[config.mk]
export PLATFORM = sky130hd
export DESIGN_NAME = sample_dma
export DESIGN_NICKNAME = d
export VERILOG_FILES = /design/src/rtl/sample_dma_pkg.sv /design/src/rtl/sample_dma.sv
export SDC_FILE = /design/constraint.sdc
export NUM_CORES = 1
export LEC_CHECK = 0
export CELL_PAD_IN_SITES_DETAIL_PLACEMENT = 1
export CELL_PAD_IN_SITES_GLOBAL_PLACEMENT = 2
export CORE_ASPECT_RATIO = 0.6
export CORE_MARGIN = 3
export CORE_UTILIZATION = 29
export CTS_CLUSTER_SIZE = 14
export DETAILED_ROUTE_END_ITERATION = 12
export HOLD_SLACK_MARGIN = 0.15
export PLACE_DENSITY_LB_ADDON = 0.05
export SKIP_LAST_GASP = 1
export SYNTH_ARGS = -nofsm -noshare
export SYNTH_HDL_FRONTEND = slang
export SYNTH_SLANG_ARGS = --single-unit
[constraint.sdc]
create_clock -name clk_48 -period 3.8 [get_ports clk_48]
set_clock_uncertainty 0.15 [all_clocks]
set_input_delay 0.76 -clock clk_48 [delete_from_list [all_inputs] [get_ports clk_48]]
set_output_delay 0.76 -clock clk_48 [all_outputs]
set_load 0.05 [all_outputs]
[src/rtl/sample_dma_pkg.sv]
// Shared constants for sample_dma: register map, CTRL/STATUS bit positions, FSM encodings.
package sample_dma_pkg;

    localparam int unsigned REG_AW = 5;
    localparam int unsigned FSM_W  = 2;

    localparam logic [REG_AW-1:0] REG_CTRL   = 5'h00;
    localparam logic [REG_AW-1:0] REG_BASE   = 5'h04;
    localparam logic [REG_AW-1:0] REG_LIMIT  = 5'h08;
    localparam logic [REG_AW-1:0] REG_WPTR   = 5'h0C;
    localparam logic [REG_AW-1:0] REG_STATUS = 5'h10;
    localparam logic [REG_AW-1:0] REG_COUNT  = 5'h14;

    localparam int unsigned CTRL_EN   = 0;
    localparam int unsigned CTRL_WRAP = 1;
    localparam int unsigned CTRL_CLR  = 2;

    localparam int unsigned STAT_BUSY    = 0;
    localparam int unsigned STAT_DONE    = 1;
    localparam int unsigned STAT_WRAPPED = 2;
    localparam int unsigned STAT_ERR     = 3;

    localparam logic [FSM_W-1:0] S_IDLE = 2'd0;
    localparam logic [FSM_W-1:0] S_RD   = 2'd1;
    localparam logic [FSM_W-1:0] S_CAP  = 2'd2;
    localparam logic [FSM_W-1:0] S_WR   = 2'd3;

endpackage

[src/rtl/sample_dma.sv]
// Sample FIFO -> SDRAM writer with CPU-visible ring / one-shot buffer registers.
module sample_dma
    import sample_dma_pkg::*;
#(
    parameter int unsigned ADDR_W = 24,
    parameter int unsigned DATA_W = 16,
    parameter int unsigned CNT_W  = 32
) (
    input  logic              clk_48,
    input  logic              rst_n,
    input  logic              fifo_empty,
    output logic              fifo_rd,
    input  logic [DATA_W-1:0] fifo_rd_data,
    output logic [ADDR_W-1:0] awaddr,
    output logic [DATA_W-1:0] wdata,
    output logic              wvalid,
    input  logic              wready,
    input  logic [4:0]        waddr,
    input  logic [31:0]       wdata_cfg,
    input  logic              wvalid_cfg,
    input  logic [4:0]        araddr,
    input  logic              arvalid,
    output logic [31:0]       rdata,
    output logic              rvalid,
    output logic              busy
);

    logic [FSM_W-1:0]  state;
    logic [FSM_W-1:0]  state_nxt;
    logic              ctrl_en;
    logic              ctrl_wrap;
    logic              done;
    logic              wrapped;
    logic              err;
    logic [ADDR_W-1:0] base;
    logic [ADDR_W-1:0] limit;
    logic [ADDR_W-1:0] wptr;
    logic [CNT_W-1:0]  count;

    logic [ADDR_W-1:0] wptr_inc_c;
    logic              accept_c;
    logic              last_c;
    logic              stop_c;
    logic              ctrl_wr_c;
    logic              en_start_c;
    logic              en_nxt_c;
    logic [31:0]       rdata_c;
    logic              unused_cfg_c;

    // Upper config bits are wider than any register field.
    assign unused_cfg_c = ^wdata_cfg[31:ADDR_W];

    // Enable or an in-flight word keeps the block busy.
    assign busy = ctrl_en || (state != S_IDLE);

    // Next-state, accept and next-enable decode.
    always_comb begin
        state_nxt  = state;
        wptr_inc_c = wptr + ADDR_W'(1);
        accept_c   = wvalid && wready;
        last_c     = (wptr_inc_c == limit);
        stop_c     = accept_c && last_c && !ctrl_wrap;
        ctrl_wr_c  = wvalid_cfg && (waddr == REG_CTRL);
        en_start_c = ctrl_wr_c && wdata_cfg[CTRL_EN] && !ctrl_en;
        en_nxt_c   = ctrl_en;
        if (ctrl_wr_c) begin
            en_nxt_c = wdata_cfg[CTRL_EN] && (ctrl_en || (limit > base));
        end
        if (stop_c) begin
            en_nxt_c = 1'b0;
        end
        case (state)
            S_IDLE:  if (en_nxt_c && !fifo_empty) state_nxt = S_RD;
            S_RD:    state_nxt = S_CAP;
            S_CAP:   state_nxt = S_WR;
            S_WR:    if (accept_c) state_nxt = (en_nxt_c && !fifo_empty) ? S_RD : S_IDLE;
            default: state_nxt = S_IDLE;
        endcase
    end

    // FSM state register.
    always_ff @(posedge clk_48) begin
        if (!rst_n) begin
            state <= S_IDLE;
        end else begin
            state <= state_nxt;
        end
    end

    // Register file, write pointer/count and registered bus outputs; later assignments take priority.
    always_ff @(posedge clk_48) begin
        if (!rst_n) begin
            fifo_rd   <= 1'b0;
            awaddr    <= '0;
            wdata     <= '0;
            wvalid    <= 1'b0;
            rdata     <= '0;
            rvalid    <= 1'b0;
            ctrl_en   <= 1'b0;
            ctrl_wrap <= 1'b0;
            done      <= 1'b0;
            wrapped   <= 1'b0;
            err       <= 1'b0;
            base      <= '0;
            limit     <= '0;
            wptr      <= '0;
            count     <= '0;
        end else begin
            fifo_rd <= (state_nxt == S_RD);
            if (state == S_CAP) begin
                wdata  <= fifo_rd_data;
                awaddr <= wptr;
                wvalid <= 1'b1;
            end else if (accept_c) begin
                wvalid <= 1'b0;
            end

            ctrl_en <= en_nxt_c;
            if (ctrl_wr_c) begin
                ctrl_wrap <= wdata_cfg[CTRL_WRAP];
                if (wdata_cfg[CTRL_CLR]) begin
                    done    <= 1'b0;
                    wrapped <= 1'b0;
                    err     <= 1'b0;
                end
                if (en_start_c) begin
                    if (limit <= base) begin
                        err <= 1'b1;
                    end else begin
                        wptr    <= base;
                        count   <= '0;
                        done    <= 1'b0;
                        wrapped <= 1'b0;
                    end
                end
            end
            if (wvalid_cfg && !busy) begin
                if (waddr == REG_BASE)  base  <= wdata_cfg[ADDR_W-1:0];
                if (waddr == REG_LIMIT) limit <= wdata_cfg[ADDR_W-1:0];
            end

            if (accept_c) begin
                if (count != '1) count <= count + CNT_W'(1);
                if (last_c) begin
                    if (ctrl_wrap) begin
                        wptr    <= base;
                        wrapped <= 1'b1;
                    end else begin
                        done <= 1'b1;
                    end
                end else begin
                    wptr <= wptr_inc_c;
                end
            end

            rvalid <= arvalid;
            if (arvalid) rdata <= rdata_c;
        end
    end

    // Register read mux; sampled from pre-write values.
    always_comb begin
        rdata_c = '0;
        case (araddr)
            REG_CTRL: begin
                rdata_c[CTRL_EN]   = ctrl_en;
                rdata_c[CTRL_WRAP] = ctrl_wrap;
            end
            REG_BASE:  rdata_c = 32'(base);
            REG_LIMIT: rdata_c = 32'(limit);
            REG_WPTR:  rdata_c = 32'(wptr);
            REG_STATUS: begin
                rdata_c[STAT_BUSY]    = busy;
                rdata_c[STAT_DONE]    = done;
                rdata_c[STAT_WRAPPED] = wrapped;
                rdata_c[STAT_ERR]     = err;
            end
            REG_COUNT: rdata_c = 32'(count);
            default:   rdata_c = '0;
        endcase
    end

endmodule

Figure 1. Sequential cells coloured by netlist name.
The bar under the picture is 100 um long. Other sequential cells in the stronger grey, the rest of the logic in the fainter grey.
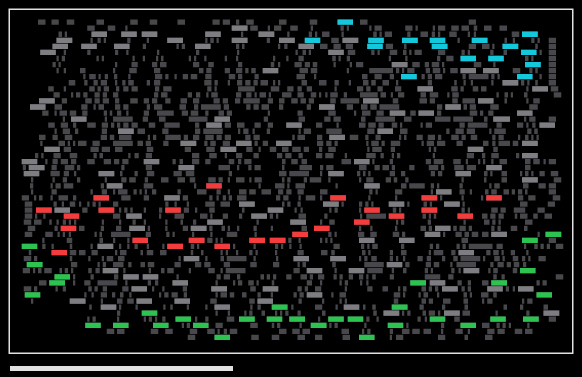
colour	netlist name	placed flops
red	`base`	24
green	`rdata`	32
cyan	`wdata`	16
not coloured	114

Figure 2. Routing congestion map.
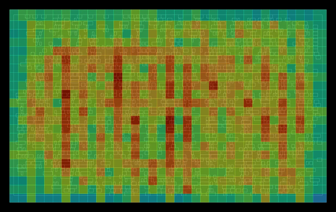
met1 Use GR: 31.7%
GR Util met2: 32.6%
busiest layer in global routing: met2

Figure 3. Wiring by layer.
The bar under the picture is 100 um long. Two of the layers only.
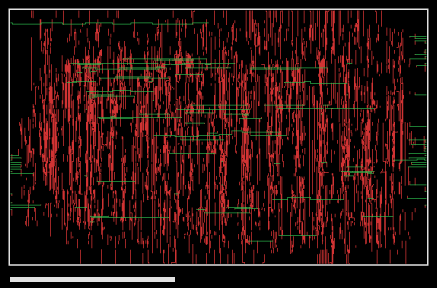
colour	layer	wire length
red	metal 2	17800 um
green	metal 3	1790 um

## registers in the layout (all words and copies together) (netlist names), 2 cells and up
register and cells:
count 32, limit 24, base 24, state 2
rdata 32, wptr 24, wdata 16, awaddr 24
## kinds of logic after synthesis
kind of cell,Yosys count,synth area share (%)
and+or+nand+nor,562,25.1
AOI/OAI and AO/OA,307,18.4
DFF,186,35.3
buffers and inverters,139,6.37
muxes,68,6.64
xor gates and xnor gates,55,5.06
adders and majority gates,26,3.09
## routing by layer
layer	GRT usage [%]	wire length [um]
met2	32.6	17800
met4	4.36	397
met3	3.06	1790
met5	0	0
met1	31.7	21100
## stage by stage
step           instances  setup TNS [ps]  hold WS (ps)  power, mW  util, %
6_report            2003               0           303       4.10     38.5
5_1_grt             2002               0           319       4.26     38.5
4_1_cts             2001               0           307       4.16     38.3
3_5_place_dp        1970           -1780           297       2.29     36.6
3_3_place_gp        1970           -2490           292       2.29     36.6
2_1_floorplan       1343               0           282       2.14        -
## worst max-delay path: cells and delay by family, from the launching register on
kind            cells  cell delay (ps)
compound gates      3              850
buf+inv             1              180
flops               1              440
mux                 1              330
simple gates        4             1640
## synth_stat cells (23+ instances only)
| cell type | n | area share (%) |
|---|---|---|
| o21ai_0 | 41 | 1.9 |
| nor3_1 | 24 | 1.1 |
| xor2_1 | 23 | 1.9 |
| inv_1 | 37 | 1.3 |
| a21oi_1 | 157 | 7.5 |
| nor2_1 | 134 | 4.8 |
| mux2i_1 | 53 | 5.0 |
| nand3_1 | 41 | 1.9 |
| a221oi_1 | 27 | 2.2 |
| ha_1 | 26 | 3.1 |
| nand2_1 | 237 | 8.4 |
| nand4_1 | 25 | 1.5 |
| clkbuf_1 | 66 | 2.4 |
| xnor2_1 | 28 | 2.3 |
| dfxtp_1 | 186 | 35 |
==> run summary <==
fresh numbers from the pnr run: status=complete, no violations, Worst setup EP type=flop, Hold Vio Cnt, Final=0, Setup Fix Bufs, Post-CTS=0, CTS Root Cell=clkbuf_16, Switching Fraction=24.8%, vias in the first global route=10475, cells in synth_stat.txt=1343, # IOs=140, Setup crit end=wptr[10], Ys Warns=0, Main synth FF type=dfxtp_1, RR Startpoint=wptr[16], pre-CTS setup slack=-181 ps, r2r endpoint=wptr[10], Max FO, Critical Path=7, port bufs=131, Max Root-Sink Buffers=2, CP max stage delay=540 ps, worst setup path start=wptr[16], pins over their slew limit=0, clock buf count=22, share of layout cells above drive strength 1=14.2%, core footprint=35400 um^2, DRT iter0 DRCs=660, row count=53, CP max stage cell=or4_4, # setup viols final=0, Reg2Reg Depth=9, cts hold-fix bufs=0, most frequent cells in the layout=236 x nand2_1, 185 x dfxtp_1, 157 x a21oi_1, 133 x nor2_1, 130 x clkdlybuf4s50_1, minimum clock period=3690 ps, reg2reg setup slack=110 ps, fp_density=29.8%, clk_lat worst skew=460 ps, Leading cell kind=multi-input combinational cells, slew margin rel.=31.6%, combinational share of cell area=45.6%, crit path DRT=4010 ps, CTS tree=yes, syn_nets=1433, syn_area_per_cell=7.85 um^2, Gate Count Post-Synth=1343, FILL cells=4240, yosys-reported design area after synthesis=10500 um^2, Internal Pwr Total=3.08 mW, Post-Layout Inst Area=13600 um^2, HP Start=wdata[2], Final #Nets=1613, # H-tree levels=4, Setup Crit Path Kind=flop to flop, footprint of the multi-input gates=6220 um^2, Critical Path Start Type=flop, Antenna Nets Post-Route=0, Die Span Y=154 um, Clock Power=1.85 mW, unrepaired setup endpoints after global routing=no, asr flop ratio synth=0%, # resized after CTS=1, clock power share=45.1%, largest net degree at the start of global routing=152, Distinct lib cells used=90, Tool Warnings=37, Placer Congestion=0.866, hpwl dp=31500 um, Seq share, synth=35.3%, Well-Tap Cells=467, final wirelength=41200 um, flop count=186, area of the die=38700 um^2, HP Class=flop to flop, synthesized area=10500 um^2, Post-synth regs=186, Inverters, non-clock=40, CTS Buf Count=17, Flop pwr share=47.9%, Peak Freq=0.271 GHz
No activity file was given, so power comes from the tool's default toggle rates.
